Design sha256_core_mb_flat, sky130hd; sources not shown.
Figure 1. Metal 1.
Scale bar: 100 um.
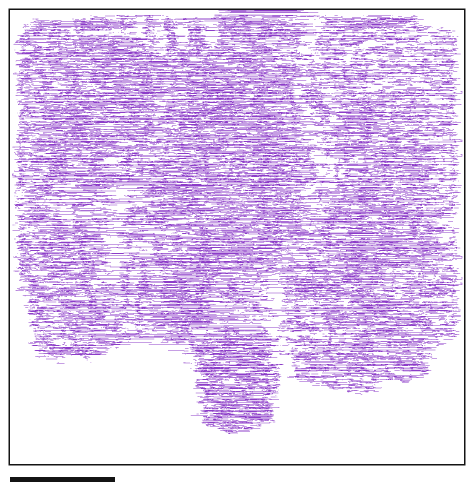
main direction = horizontal
nets with wire on the layer = 8832
met1 GRT Util: 40.5%
drt total wl: 322 mm
detailed-route via count: 71700

Figure 2. The metal 2 layer.
Scale bar: 100 um.
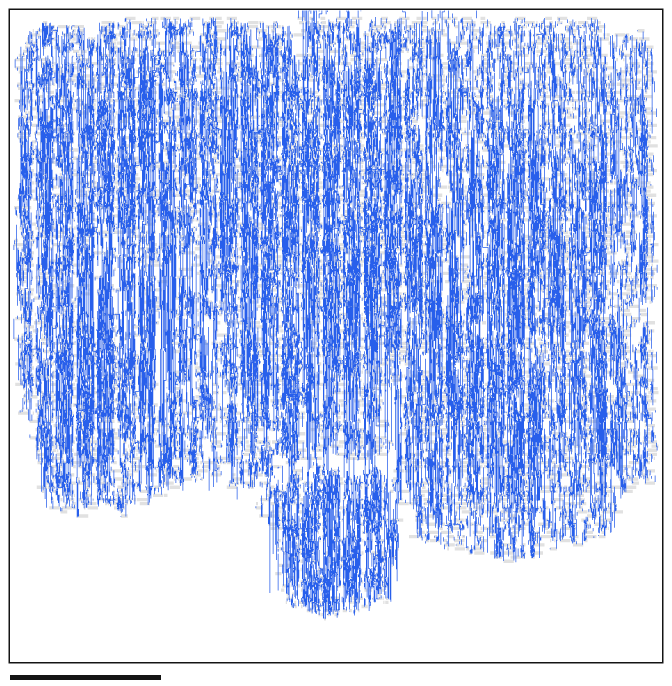
share of all routed wire = 44%
longest straight run = 137 um
nets with wire on the layer = 7491
met2 layer usage reported by global route: 51.9%

Figure 3. The metal 3 layer.
Scale bar: 100 um.
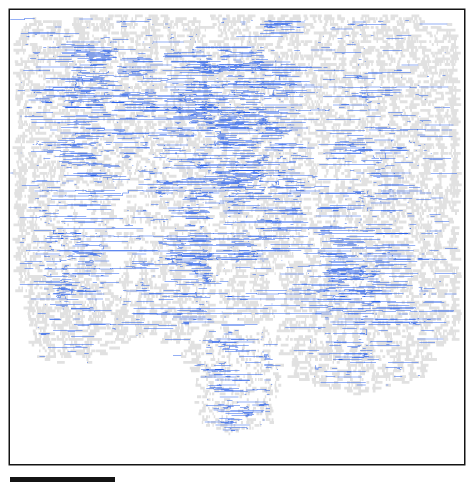
nets with wire on the layer = 1139
longest straight run = 153 um
main direction = horizontal
GRT met3 Usage: 7.34%

==> Slide: Implementation Results <==
Synthesis and Place & Route Summary

Critical path
  – Sum of buffers and inverters on the critical path: 5
  – Cell count along the critical path: 34
  – Worst reg2reg path depth: 34
  – Required arrival time at the worst endpoint: 14200 ps
  – Category of the most critical setup path: reg -> reg
  – Slowest cell on the critical path: sky130_fd_sc_hd__ha_1
  – Biggest fanout along the worst timing path: 36
  – Stage delay of the slowest cell on the critical path: 760 ps

Pwr
  – Net Switching: 2.08 mW
  – Pleak: 29.5 nW
  – Combinational share of power: between 10% and 20%
  – Switching share of power: 29.2%
  – Portion of total power attributed to sequential cells: 43.7%

Hold path
  – Cells on Worst Hold Path: 1

Route
  – Detail-routed net length per standard cell: just under 30 um
  – Post-DR vias/cell: 6.42
  – Number of antenna-violating nets in the routed design: 0

Floorplan
  – Core area: roughly 180000 um^2
  – Site row count: approximately 160

Global route
  – Pin count of the biggest net entering global routing: 168

STA
  – Final TNS setup: 0 ps
  – Min cycle time layout: 10230 ps
  – Max-slew violation count: 0
  – Remaining max-slew budget at the tightest pin: 13.4%
  – Post-route clock skew: a little over 60 ps

Synth
  – Number of flip-flops and latches in the synthesized netlist: 1036
  – Yosys Instances: 8972
  – Most used flip-flop cell after synthesis: sky130_fd_sc_hd__dfxtp_1
  – Unique masters post-synth: 103
  – Total standard cell area after synthesis: 73000 um^2
  – Most frequently used cell type in the post-synthesis netlist: sky130_fd_sc_hd__nor2_1
  – Number of synthesis warnings: 0

Clock tree
  – Cells resized by post-CTS repair: 0
  – Cts bufs inserted: 186
  – Clock root cell: sky130_fd_sc_hd__clkbuf_8
  – # clock sinks: 1036
  – Clk Latency, worst-skew pair: just under 1000 ps
  – Clock transition at the registers of the reported paths: roughly 70 ps

Placement
  – DPL Wire Length: 231 mm
  – Tally of buffers added on design ports: 26

Outcome
  – Status: completed

Final layout
  – Layout Cell Area excl Fill: 78700 um^2
metal layers:
metal / GRT usage, % / vias up / part of all wire (%)
met5: 0 / - / 0.019
met3: 7.34 / 1063 / 9.2
li1: - / 32000 / -
met2: 51.9 / 3938 / 44
met4: 25.2 / 10 / 9.0
met1: 40.5 / 34600 / 38
area by class of cell:
cell class	count	area [um^2]
Fill cell	18100	102000
Multi-Input combinational cell	6916	48400
Sequential cell	1036	20700
Clock buffer	239	3290
Tap cell	2370	2970
Timing Repair Buffer	174	1410
Inverter	326	1230
Clock inverter	102	596
Antenna cell	8	20.0
cell families after synthesis:
| group | after synthesis | share of synthesized area [%] |
|---|---|---|
| flip-flops | 1036 | 28.4 |
| XOR/XNOR | 553 | 6.65 |
| multiplexers | 157 | 3.65 |
| adder cells (fa/ha/maj) | 621 | 12.6 |
| AND-OR/OR-AND | 3030 | 27.4 |
| buffers and inverters | 1020 | 5.60 |
| AND/OR/NAND/NOR | 2555 | 15.7 |
stage by stage:
stage | setup WS (ps) | instances | util [%] | hold WS (ps)
2_1_floorplan | 5430 | 8972 | - | 437
3_3_place_gp | 3240 | 10800 | 41.3 | 449
3_5_place_dp | 3380 | 10800 | 41.3 | 465
4_1_cts | 3340 | 11200 | 43.4 | 480
5_1_grt | 2590 | 11200 | 43.4 | 512
6_report | 3170 | 11200 | 43.4 | 476
cell usage in the layout (no fill, tap or decap), drive strengths merged, types with 46 or more instances in the layout:
| cell | netlist | routed |
|---|---|---|
| nor2 | 1186 | 1186 |
| dfxtp | 1036 | 1036 |
| a21oi | 776 | 776 |
| a211oi | 539 | 539 |
| nand2 | 531 | 531 |
| o21ai | 470 | 470 |
| a22oi | 458 | 458 |
| ha | 402 | 402 |
| xnor2 | 399 | 399 |
| inv | 325 | 382 |
| clkbuf | 536 | 239 |
| nand3 | 236 | 236 |
| fa | 195 | 195 |
| a21o | 170 | 170 |
| xor2 | 154 | 154 |
| buf | 157 | 152 |
| nor3 | 145 | 145 |
| nor4 | 97 | 97 |
| o22ai | 97 | 97 |
| mux4 | 86 | 86 |
| nand2b | 79 | 79 |
| o21a | 68 | 68 |
| nor2b | 63 | 63 |
| a31oi | 62 | 62 |
| mux2i | 54 | 54 |
| and3 | 52 | 52 |
| o211ai | 46 | 46 |
power groups by stage:
stage                     registers, mW  clock network [mW]  logic, mW
after detailed placement           3.18                   0      0.800
final                              3.11                3.17      0.833
after global placement             3.18                   0      0.800
after global routing               3.11                3.33      0.882
after floorplan                    3.17                   0      0.544
after CTS                          3.11                3.19      0.806
Power figures rest on the tool's default switching activity, not on a simulated workload.
